[config.mk]
export PLATFORM = sky130hd
export DESIGN_NAME = mux16_rr_arbiter
export DESIGN_NICKNAME = d
export VERILOG_FILES = /design/src/rtl/mux16_rr_arbiter.sv
export SDC_FILE = /design/constraint.sdc
export NUM_CORES = 1
export LEC_CHECK = 0
export ABC_AREA = 1
export CAP_MARGIN = 10
export CORE_MARGIN = 5
export CORE_UTILIZATION = 40
export DETAILED_ROUTE_END_ITERATION = 8
export GPL_ROUTABILITY_DRIVEN = 0
export PLACE_DENSITY = 0.64
export SETUP_SLACK_MARGIN = 0.02
export SYNTH_ARGS = -nofsm -noshare
export SYNTH_HDL_FRONTEND = slang
export SYNTH_SLANG_ARGS = --single-unit
[constraint.sdc]
create_clock -name clk -period 7.6 [get_ports clk]
set_input_delay 1.52 -clock clk [delete_from_list [all_inputs] [get_ports clk]]
set_output_delay 1.52 -clock clk [all_outputs]
set_load 0.01 [all_outputs]
[src/rtl/mux16_rr_arbiter.sv]
// ============================================================================
// Module      : mux16_rr_arbiter
// Description : Round-robin arbiter/sequencer driving the select of a 16:1
//               byte mux, with a valid/ready handshake toward the sink.
//               Optional back-to-back bursts enabled by macro ARB_BURST_EN.
// Revision    : 1.0 - initial release
// ============================================================================
`default_nettype none

module mux16_rr_arbiter #(
    parameter int NREQ      = 16,
    parameter int MAX_BURST = 4
) (
    input  logic                     clk,
    input  logic                     rst_n,
    input  logic [NREQ-1:0]          req,
    output logic [NREQ-1:0]          ack,
    output logic [$clog2(NREQ)-1:0]  sel,
    output logic                     out_valid,
    input  logic                     out_ready,
    output logic                     busy
);

    localparam int SEL_W = $clog2(NREQ);

`ifdef ARB_BURST_EN
    localparam bit BURST_EN = 1'b1;
`else
    localparam bit BURST_EN = 1'b0;
`endif

    typedef enum logic [0:0] {
        ST_IDLE  = 1'b0,
        ST_GRANT = 1'b1
    } state_t;

    state_t             state_q, state_d;
    logic [SEL_W-1:0]   sel_q, sel_d;
    logic [SEL_W-1:0]   ptr_q, ptr_d;
    logic               out_valid_q, out_valid_d;
    logic [3:0]         beat_cnt_q, beat_cnt_d;

    logic [SEL_W-1:0]   w_winner;
    logic               w_found;
    logic               w_accept;
    logic               w_burst_more;

    // Rotating priority search starting at ptr
    always_comb begin
        w_winner = '0;
        w_found  = 1'b0;
        for (int i = 0; i < NREQ; i++) begin
            if (!w_found && req[ptr_q + SEL_W'(i)]) begin
                w_winner = ptr_q + SEL_W'(i);
                w_found  = 1'b1;
            end
        end
    end

    assign w_accept     = (state_q == ST_GRANT) && out_valid_q && out_ready;
    // Constant-folds to 0 when bursts are compiled out
    assign w_burst_more = BURST_EN && req[sel_q] &&
                          (({1'b0, beat_cnt_q} + 5'd1) < 5'(MAX_BURST));

    always_comb begin
        state_d     = state_q;
        sel_d       = sel_q;
        ptr_d       = ptr_q;
        out_valid_d = out_valid_q;
        beat_cnt_d  = beat_cnt_q;
        ack         = '0;
        case (state_q)
            ST_IDLE: begin
                if (w_found) begin
                    sel_d       = w_winner;
                    out_valid_d = 1'b1;
                    beat_cnt_d  = 4'd0;
                    state_d     = ST_GRANT;
                end
            end
            ST_GRANT: begin
                if (w_accept) begin
                    ack[sel_q] = 1'b1;
                    if (w_burst_more) begin
                        beat_cnt_d = beat_cnt_q + 4'd1;
                    end else begin
                        ptr_d       = sel_q + SEL_W'(1);
                        out_valid_d = 1'b0;
                        beat_cnt_d  = 4'd0;
                        state_d     = ST_IDLE;
                    end
                end
            end
            default: begin
                state_d     = ST_IDLE;
                out_valid_d = 1'b0;
                beat_cnt_d  = 4'd0;
            end
        endcase
    end

    always_ff @(posedge clk or negedge rst_n) begin
        if (!rst_n) begin
            state_q     <= ST_IDLE;
            sel_q       <= '0;
            ptr_q       <= '0;
            out_valid_q <= 1'b0;
            beat_cnt_q  <= 4'd0;
        end else begin
            state_q     <= state_d;
            sel_q       <= sel_d;
            ptr_q       <= ptr_d;
            out_valid_q <= out_valid_d;
            beat_cnt_q  <= beat_cnt_d;
        end
    end

    assign sel       = sel_q;
    assign out_valid = out_valid_q;
    assign busy      = (state_q == ST_GRANT);

endmodule

`default_nettype wire
**Run 1: drive-strength map**

(3 px per um)
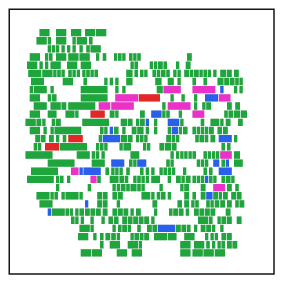
| size | colour | cells |
|---|---|---|
| x3 and x4 | magenta | 12 |
| x1 and smaller | green | 432 |
| x6 and larger | red | 4 |
| x2 | blue | 21 |

**Run 1: wiring heat map**

(4 px per um) The die is cut into 18 by 18 equal tiles; dark purple is low, yellow is high, scaled to the fullest tile. Values are wire area over tile area, all layers added.
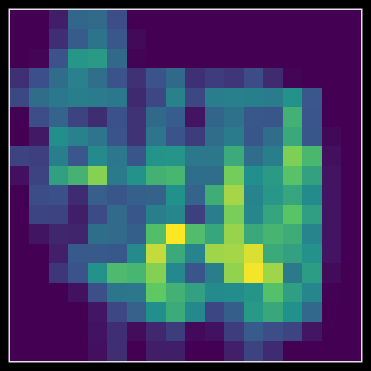
emptiest ninth of the die: upper right
mean over tiles: 0.16
nearly empty tiles: 29%
fullest tile: 0.59

==> Slide: Implementation Results, run 1 <==
Run Summary

Global routing
  – Wire length of the first global-routing pass: 12.51 mm
  – Overall fraction of global-route tracks in use: 20.38%
  – Number of global-route vias before repair: roughly 2600

Pwr
  – Largest power group: registers
  – Power consumed by the clock network: around 0.052 mW
  – Cell Pwr Density: between 50 and 60 mW/mm^2
  – NetSw: 0.04891 mW
  – Fraction of power consumed by combinational cells: 32.3%

Yosys
  – Number of standard cells after synthesis: 434
  – Synth async-reset ratio: 100.0%
  – Cell type contributing the most total cell area after synthesis: nand2_1
  – Top cells, area: nand2_1 22%, nand3_1 19%, dfrtp_1 10%

Critical path
  – Logic depth of the worst path, buffers included: 6
  – Setup slack on the worst flop-to-flop path: between 3 and 4 ns
  – Buffer and inverter count on the worst path: 3
  – Worst Path Required: approximately 6.1 ns
  – Critical Path Sink: ack[2]
  – Element type at the critical path end: output pin
  – Arrival time at the worst endpoint: 3.19 ns
  – Crit path top cell by count: clkdlybuf4s50_1

Finish
  – Combined area of the multi-input logic cells: 0.001931 mm^2
  – Area of all sequential standard cells: 250.2 um^2
  – Fraction of area in registers: roughly 8.6%
  – Most common cell after layout, fill and taps aside: nand2_1
  – Most frequent cells in the layout: 142 x nand2_1, 92 x nand3_1, 57 x nor2_1, 40 x clkdlybuf4s50_1, 39 x inv_1
  – Inverter count of the layout excluding clock inverters: 48
  – Finished Core Util: 49.38%
  – Layout sequential cell count: 10
  – ANT cells: 0

Floorplanning
  – I/O pin count: slightly above 40
  – Core area: 0.005886 mm^2

Flow run
  – Number of warnings the tools reported: 34
  – Max Cap Violations: 0

Drt
  – Routed vias: approximately 2900
  – Length of routed met3 wiring: 343 um
  – Routed WL per cell: between 10 and 15 um
  – Top routing layer in use: met4

Clock tree
  – Sinks on Clock Net: 10
  – Clock latency at the later pin of the worst-skew pair: roughly 0.23 ns

Worst hold path
  – Hold path endpoint: out_valid

Status
  – Result of the run: complete, no violations
**Run 1: supply network**

(6 px per um) Pins as bars on the die edge.
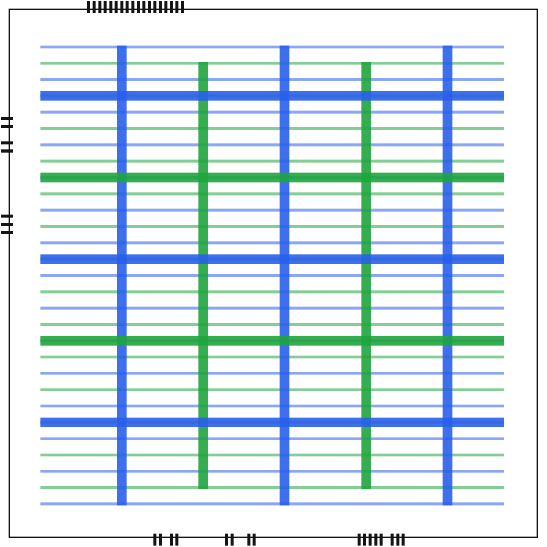
| net | colour |
|---|---|
| VDD | green |
| VSS | blue |
met5 straps: 5
rows: 28
signal pins: 41

**Run 1: a small window of the routed layout**

Window x 19 to 69, y 36 to 86 um. Cells in grey, sequential cells in the stronger grey; small squares are vias.
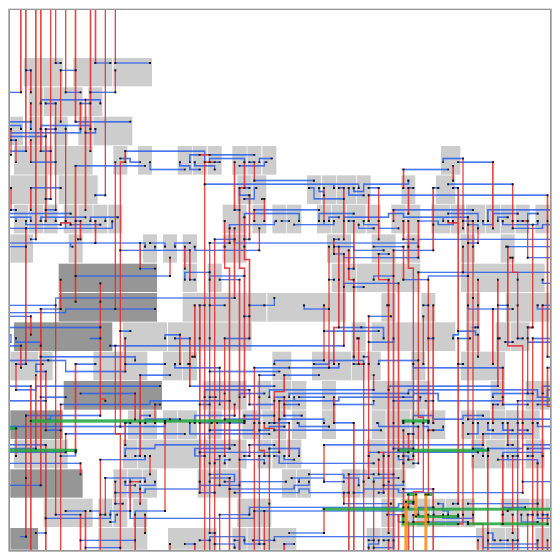
| layer | colour |
|---|---|
| M2 | red |
| M4 | orange |
| M3 | green |
| M1 | blue |
cells with their middle in the window: 180
sequential cells in the window: 6
most frequent: nand2_1 (45), nor2_1 (41), inv_1 (22)
netlist names of flops here include: sel (4)

-- run 1: per-layer routing --
layer  vias to the layer above  GRT usage, %
met3                        16         1.599
met5                         -             0
met4                         0         3.905
met2                        94         35.55
met1                      1254         27.60
li1                       1493             -
-- run 1: flip-flops by register name, indices dropped and copies added, names as in the netlist --
| signal | count |
|---|---|
| sel | 4 |
| ptr_q | 4 |
| busy | 1 |
| out_valid | 1 |
-- run 1: logic make-up after synthesis --
logic type,share of synthesized area (%)
and+or+nand+nor,64.05
buffers and inverters,9.829
AOI/OAI and AO/OA,5.536
adders and majority gates,5.691
xor gates and xnor gates,4.553
DFF,10.35
-- run 1: tightest hold or removal path: cells and delay by family, from the launching register on --
kind	cells	cell delay, ns
flip-flops	1	0.36
AND/OR/NAND/NOR	2	0.12
--- run 2 (diff from run 1) ---
PLACE_DENSITY = 0.66   (was 0.64)
clock period = 4.2 ns   (was 7.6 ns; I/O delays follow)
**Run 2: a small window of the routed layout**

Window x 19 to 69, y 36 to 86 um. Cells in grey, sequential cells in the stronger grey; small squares are vias.
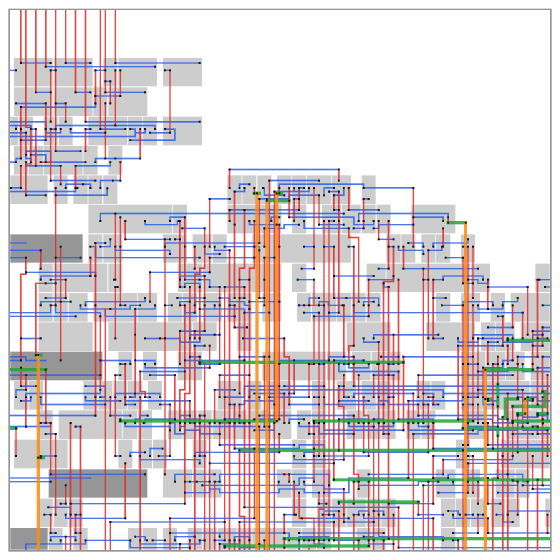
| layer | colour |
|---|---|
| M4 | orange |
| M1 | blue |
| M3 | green |
| M2 | red |
most frequent: nand2_1 (52), nor2_1 (44), inv_1 (23)
cells with their middle in the window: 199
netlist names of flops here include: sel (3)
sequential cells in the window: 3

==> Slide: Implementation Results, run 2 <==
Run Summary

Status
  – Result of the run: complete, no violations

Yosys
  – Top non-seq family: simple AND/OR/NAND/NOR gates
  – Number of standard cells after synthesis: 434 (unchanged)
  – Share of synthesized cell area in and-or and or-and compound cells: 5.535% (unchanged)
  – Cell type contributing the most total cell area after synthesis: nand2_1
  – Multiplexer share of the synthesized area: 0% (unchanged)
  – Area fraction in full adders, half adders and majority gates: 5.691% (unchanged)
  – Synth async-reset ratio: 100.0% (unchanged)
  – Top cells, area: nand2_1 22%, nand3_1 19%, dfrtp_1 10%
  – Share of the synthesized netlist area taken by xor and xnor gates: 4.553% (unchanged)
  – Share of the yosys chip area belonging to registers: between 10% and 20%
  – Synthesized-area fraction occupied by and/or/nand/nor cells: 64.05% (unchanged)

Floorplanning
  – I/O pin count: 41 (unchanged)
  – Core area: 0.005886 mm^2 (unchanged)

Critical path
  – Logic depth of the worst path, buffers included: 18 (+12)
  – Buffer and inverter count on the worst path: 3 (unchanged)
  – Element type at the critical path end: flop
  – Crit path top cell by count: nand3_1
  – Worst Path Required: 4.32 ns (-1.76 ns)
  – Launch point of the worst path: ptr_q[1]
  – Setup slack on the worst flop-to-flop path: 0.53 ns (-2.87 ns)
  – Ordered list of cells on the worst path: inv_2 > ha_1 > inv_1 > nand3_1 > nand3_1 > nand3_1 > nand2_1 > nand4_2 > nor2_4 > nand4_2 > nor2_4 > nand4_4 > nor2_8 > nand4_4 > nand2_4 > inv_2 > nand3_1 > nand2_1
  – Critical Path Sink: sel[0]

Flow run
  – Number of warnings the tools reported: 34 (unchanged)
  – Max Cap Violations: 0 (unchanged)

Finish
  – Number of fill cells in the layout: 618
  – Fraction of area in registers: 8.503% (-0.11 points)
  – Layout sequential cell count: 10 (unchanged)
  – Combined area of the multi-input logic cells: 0.001931 mm^2 (unchanged)
  – Area of all sequential standard cells: 250.2 um^2 (unchanged)
  – Most frequent cells in the layout: 142 x nand2_1, 92 x nand3_1, 57 x nor2_1, 40 x clkdlybuf4s50_1, 39 x inv_1
  – Dominant kind of cell: combinational gates
  – Most common cell after layout, fill and taps aside: nand2_1
  – Finished Core Util: 50.00% (+0.62 points)
  – ANT cells: 0 (unchanged)
  – Inverter count of the layout excluding clock inverters: 48 (unchanged)

Clock tree
  – Clock latency at the later pin of the worst-skew pair: 0.24 ns (about the same)
  – Inserted Clock Buffers: 3
  – Sinks on Clock Net: 10 (unchanged)

Worst hold path
  – Hold path endpoint: out_valid

Drt
  – Routed WL per cell: 14.36 um (+3.1%)
  – Routed vias: 2956 (+3.5%)

Global routing
  – Overall fraction of global-route tracks in use: 21.30% (+0.92 points)
  – Number of global-route vias before repair: 2734 (+4.9%)
## run 2: report_power, final
part | internal [mW] | switching, mW | total (mW)
clock network | 0.0825 | 0.0389 | 0.121
logic | 0.0351 | 0.0571 | 0.0922
registers | 0.0966 | 0 | 0.0966
## run 2: metrics by stage
| step | cell area [um^2] | setup slack, ns |
|---|---|---|
| final | 2943 | 0.5338 |
| after global placement | 2888 | 0.6315 |
| after floorplan | 2419 | 1.199 |
| after detailed placement | 2888 | 0.5734 |
| after global routing | 2943 | 0.1786 |
| after CTS | 2943 | 0.5542 |
## run 2: routing by layer
layer	routed length, um	GRT usage (%)
met1	3300	26.82
met2	3775	36.30
met3	556	3.198
met4	238	8.508
met5	0	0
Power is estimated from default activity; no workload was simulated.
